`src/rtl/cordic_iter_core.sv`:
```
// Iterative CORDIC engine (rotation/vectoring), one micro-rotation per clock, internal atan table.
// Optional output gain compensation stage enabled by defining CORDIC_GAIN_COMP_EN.
module cordic_iter_core #(
   parameter int Width      = 16,
   parameter int Iterations = 16,
   parameter int FracBits   = 8
) (
   input  logic                    clk_i,
   input  logic                    rst_i,
   input  logic                    start_i,
   input  logic                    mode_i,
   input  logic signed [Width-1:0] x_i,
   input  logic signed [Width-1:0] y_i,
   input  logic signed [Width-1:0] z_i,
   output logic                    busy_o,
   output logic                    done_o,
   output logic signed [Width+1:0] x_o,
   output logic signed [Width+1:0] y_o,
   output logic signed [Width-1:0] z_o
);
   // state | meaning
   // IDLE  | waiting for start_i, outputs hold last result
   // RUN   | one micro-rotation per clock, iter_q = current index
   // SCALE | (gain comp only) multiply by 1/K, then publish result
   localparam int XW = Width + 2;
   localparam int IW = (Iterations > 1) ? $clog2(Iterations) : 1;
   localparam int SH = (FracBits < 24) ? (24 - FracBits) : 0;
   localparam logic [63:0] RND = (SH > 0) ? (64'd1 << (SH - 1)) : 64'd0;

   localparam logic [1:0] S_IDLE  = 2'd0;
   localparam logic [1:0] S_RUN   = 2'd1;
`ifdef CORDIC_GAIN_COMP_EN
   localparam logic [1:0] S_SCALE = 2'd2;
   localparam int PW = XW + Width + 1;
   localparam logic signed [PW-1:0] KC    = PW'(int'(0.6072529350 * (2.0 ** (Width - 1))));
   localparam logic signed [PW-1:0] RND_K = PW'(1) <<< (Width - 2);
   logic signed [PW-1:0] x_prod, y_prod;
`endif

   // atan(2^-i) in degrees with 24 fractional bits
   function automatic logic [31:0] atan_raw(input logic [4:0] idx);
      case (idx)
         5'd0:  return 32'd754974720;
         5'd1:  return 32'd445687602;
         5'd2:  return 32'd235489088;
         5'd3:  return 32'd119537938;
         5'd4:  return 32'd60000934;
         5'd5:  return 32'd30029717;
         5'd6:  return 32'd15018523;
         5'd7:  return 32'd7509720;
         5'd8:  return 32'd3754917;
         5'd9:  return 32'd1877466;
         5'd10: return 32'd938734;
         5'd11: return 32'd469367;
         5'd12: return 32'd234684;
         5'd13: return 32'd117342;
         5'd14: return 32'd58671;
         5'd15: return 32'd29335;
         5'd16: return 32'd14668;
         5'd17: return 32'd7334;
         5'd18: return 32'd3667;
         5'd19: return 32'd1833;
         5'd20: return 32'd917;
         5'd21: return 32'd458;
         5'd22: return 32'd229;
         5'd23: return 32'd115;
         5'd24: return 32'd57;
         5'd25: return 32'd29;
         5'd26: return 32'd14;
         5'd27: return 32'd7;
         5'd28: return 32'd4;
         5'd29: return 32'd2;
         5'd30: return 32'd1;
         default: return 32'd0;
      endcase
   endfunction

   function automatic logic signed [Width-1:0] atan_entry(input logic [4:0] idx);
      logic [63:0] t;
      t = {32'd0, atan_raw(idx)};
      t = (t + RND) >> SH;
      return t[Width-1:0];
   endfunction

   logic [1:0]              state_q, state_d;
   logic [IW-1:0]           iter_q, iter_d;
   logic                    mode_q, mode_d;
   logic signed [XW-1:0]    x_q, x_d, y_q, y_d;
   logic signed [Width-1:0] z_q, z_d;
   logic signed [XW-1:0]    x_out_q, x_out_d, y_out_q, y_out_d;
   logic signed [Width-1:0] z_out_q, z_out_d;
   logic                    done_q, done_d;

   logic signed [XW-1:0]    x_sh, y_sh, x_nxt, y_nxt;
   logic signed [Width-1:0] atan_v, z_nxt;
   logic                    dir_pos;

   always_comb begin
      x_sh    = x_q >>> iter_q;
      y_sh    = y_q >>> iter_q;
      atan_v  = atan_entry(5'(iter_q));
      dir_pos = mode_q ? y_q[XW-1] : ~z_q[Width-1];
      x_nxt   = dir_pos ? (x_q - y_sh) : (x_q + y_sh);
      y_nxt   = dir_pos ? (y_q + x_sh) : (y_q - x_sh);
      z_nxt   = dir_pos ? (z_q - atan_v) : (z_q + atan_v);
   end

   always_comb begin
      state_d = state_q;
      iter_d  = iter_q;
      mode_d  = mode_q;
      x_d     = x_q;
      y_d     = y_q;
      z_d     = z_q;
      x_out_d = x_out_q;
      y_out_d = y_out_q;
      z_out_d = z_out_q;
      done_d  = 1'b0;
`ifdef CORDIC_GAIN_COMP_EN
      x_prod  = PW'(x_q) * KC + RND_K;
      y_prod  = PW'(y_q) * KC + RND_K;
`endif
      case (state_q)
         S_IDLE: begin
            if (start_i) begin
               state_d = S_RUN;
               iter_d  = '0;
               mode_d  = mode_i;
               x_d     = XW'(x_i);
               y_d     = XW'(y_i);
               z_d     = z_i;
            end
         end
         S_RUN: begin
            x_d    = x_nxt;
            y_d    = y_nxt;
            z_d    = z_nxt;
            iter_d = iter_q + 1'b1;
            if (iter_q == IW'(Iterations - 1)) begin
               iter_d = '0;
`ifdef CORDIC_GAIN_COMP_EN
               state_d = S_SCALE;
`else
               state_d = S_IDLE;
               x_out_d = x_nxt;
               y_out_d = y_nxt;
               z_out_d = z_nxt;
               done_d  = 1'b1;
`endif
            end
         end
`ifdef CORDIC_GAIN_COMP_EN
         S_SCALE: begin
            state_d = S_IDLE;
            x_out_d = XW'(x_prod >>> (Width - 1));
            y_out_d = XW'(y_prod >>> (Width - 1));
            z_out_d = z_q;
            done_d  = 1'b1;
         end
`endif
         default: state_d = S_IDLE;
      endcase
   end

   always_ff @(posedge clk_i) begin
      if (rst_i) begin
         state_q <= S_IDLE;
         iter_q  <= '0;
         mode_q  <= 1'b0;
         x_q     <= '0;
         y_q     <= '0;
         z_q     <= '0;
         x_out_q <= '0;
         y_out_q <= '0;
         z_out_q <= '0;
         done_q  <= 1'b0;
      end else begin
         state_q <= state_d;
         iter_q  <= iter_d;
         mode_q  <= mode_d;
         x_q     <= x_d;
         y_q     <= y_d;
         z_q     <= z_d;
         x_out_q <= x_out_d;
         y_out_q <= y_out_d;
         z_out_q <= z_out_d;
         done_q  <= done_d;
      end
   end

   assign busy_o = (state_q != S_IDLE);
   assign done_o = done_q;
   assign x_o    = x_out_q;
   assign y_o    = y_out_q;
   assign z_o    = z_out_q;
endmodule

```
`config.mk`:
```
export PLATFORM = sky130hd
export DESIGN_NAME = cordic_iter_core
export DESIGN_NICKNAME = d
export VERILOG_FILES = /design/src/rtl/cordic_iter_core.sv
export SDC_FILE = /design/constraint.sdc
export NUM_CORES = 1
export LEC_CHECK = 0
export CORE_MARGIN = 4
export CORE_UTILIZATION = 30
export CTS_CLUSTER_DIAMETER = 60
export CTS_CLUSTER_SIZE = 28
export DETAILED_ROUTE_END_ITERATION = 8
export PLACE_DENSITY = 0.53
export REMOVE_ABC_BUFFERS = 1
export SYNTH_ARGS = -nofsm -noshare
export SYNTH_HDL_FRONTEND = slang
export SYNTH_SLANG_ARGS = --single-unit
```
`constraint.sdc`:
```
create_clock -name clk_i -period 9 [get_ports clk_i]
set_input_delay 2.25 -clock clk_i [delete_from_list [all_inputs] [get_ports clk_i]]
set_output_delay 2.25 -clock clk_i [all_outputs]
set_load 0.02 [all_outputs]
```
==> flow_metrics.env <==
# source this file to load flow results
export IMPL_netlist_top_cells_count="nor2_1 (154), dfxtp_1 (126), a21oi_1 (111)"
export IMPL_pg_seq_mw=0.716
export IMPL_topRoutingLayerUsed="met4"
export IMPL_fillers=3576
export IMPL_fmax_mhz=166
export IMPL_place_inst=1756
export IMPL_vias=9582
export IMPL_met3_usage_pct=2.69
export IMPL_dr_first_iter_drc_count=465
export IMPL_use_met2_pct=29.4
export IMPL_cts_hold_buf=0
export IMPL_r2r_setup_slack_ps=2960
export IMPL_comb_power_share_pct=48.4
export IMPL_report_final_slew_viol_count=0
export IMPL_largestClassByArea="multi-input combinational cells"
export IMPL_final_cells=1786
export IMPL_ys_seq_share_pct=24.3
export IMPL_tightest_slew_ps=983
export IMPL_antennaDiodeCount=0
export IMPL_cap_violations=0
export IMPL_ys_sh_aoi_pct=23.5
export IMPL_drive_gt1_share_pct=7.32
export IMPL_crit_chain="buf_4 -> mux4_1 -> a22oi_1 -> o21ai_0 -> a211o_1 -> nor4bb_1 -> nand2b_1 -> nor3_1 -> o211a_1 -> a21oi_1 -> ha_1 -> o21a_1 -> o21ai_0 -> o21a_1 -> a311oi_1 -> a211oi_1 -> a21oi_1 -> xor3_1 -> a221oi_1"
export IMPL_grt_busiest_layer="met2"
export IMPL_nNonClkBuffers=118
export IMPL_synth_main_ff_cell="dfxtp_1"
export IMPL_status="finished, final reports clean"
export IMPL_post_place_ws_ps=3010
export IMPL_yosys_area_mm2=0.0104
export IMPL_worst_path_stages=19
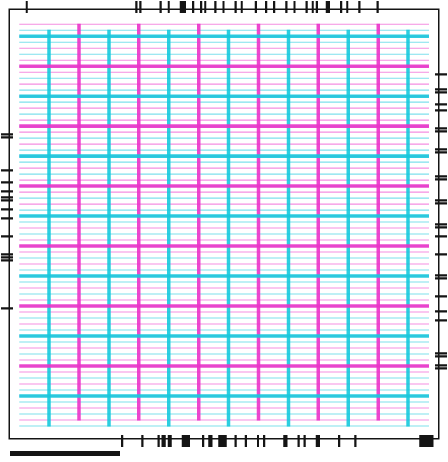
Fig. 1. PDN straps and rails.
Bar = 50 µm. Pins as bars on the die edge.
VSS -> cyan
VDD -> magenta
rows = 67
met4 straps = 13
Die X: 194 µm
maximum vdd drop: 0.119 mV

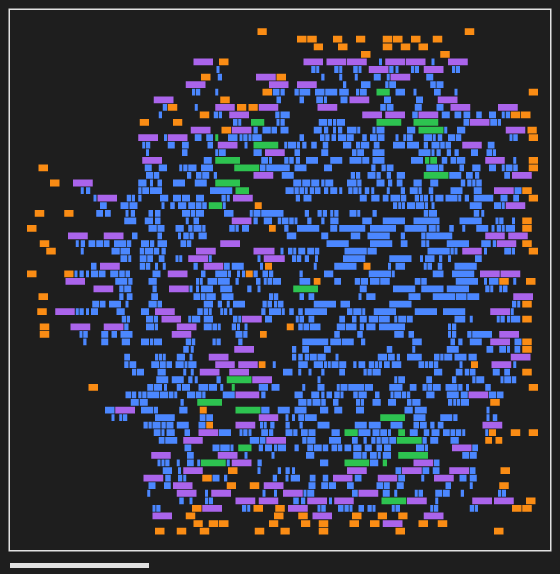
Fig. 2. Cell classes on the final placement.
Bar = 50 µm.
clock drivers and dummy loads -> green  # cells 30
sequential cells -> purple  # cells 126
combinational and other logic -> blue  # cells 1,064
remaining buffers and delay cells -> orange  # cells 118
cell row count: 67
Core ar.: 0.0339 mm²
Seq/total area: 20.6%

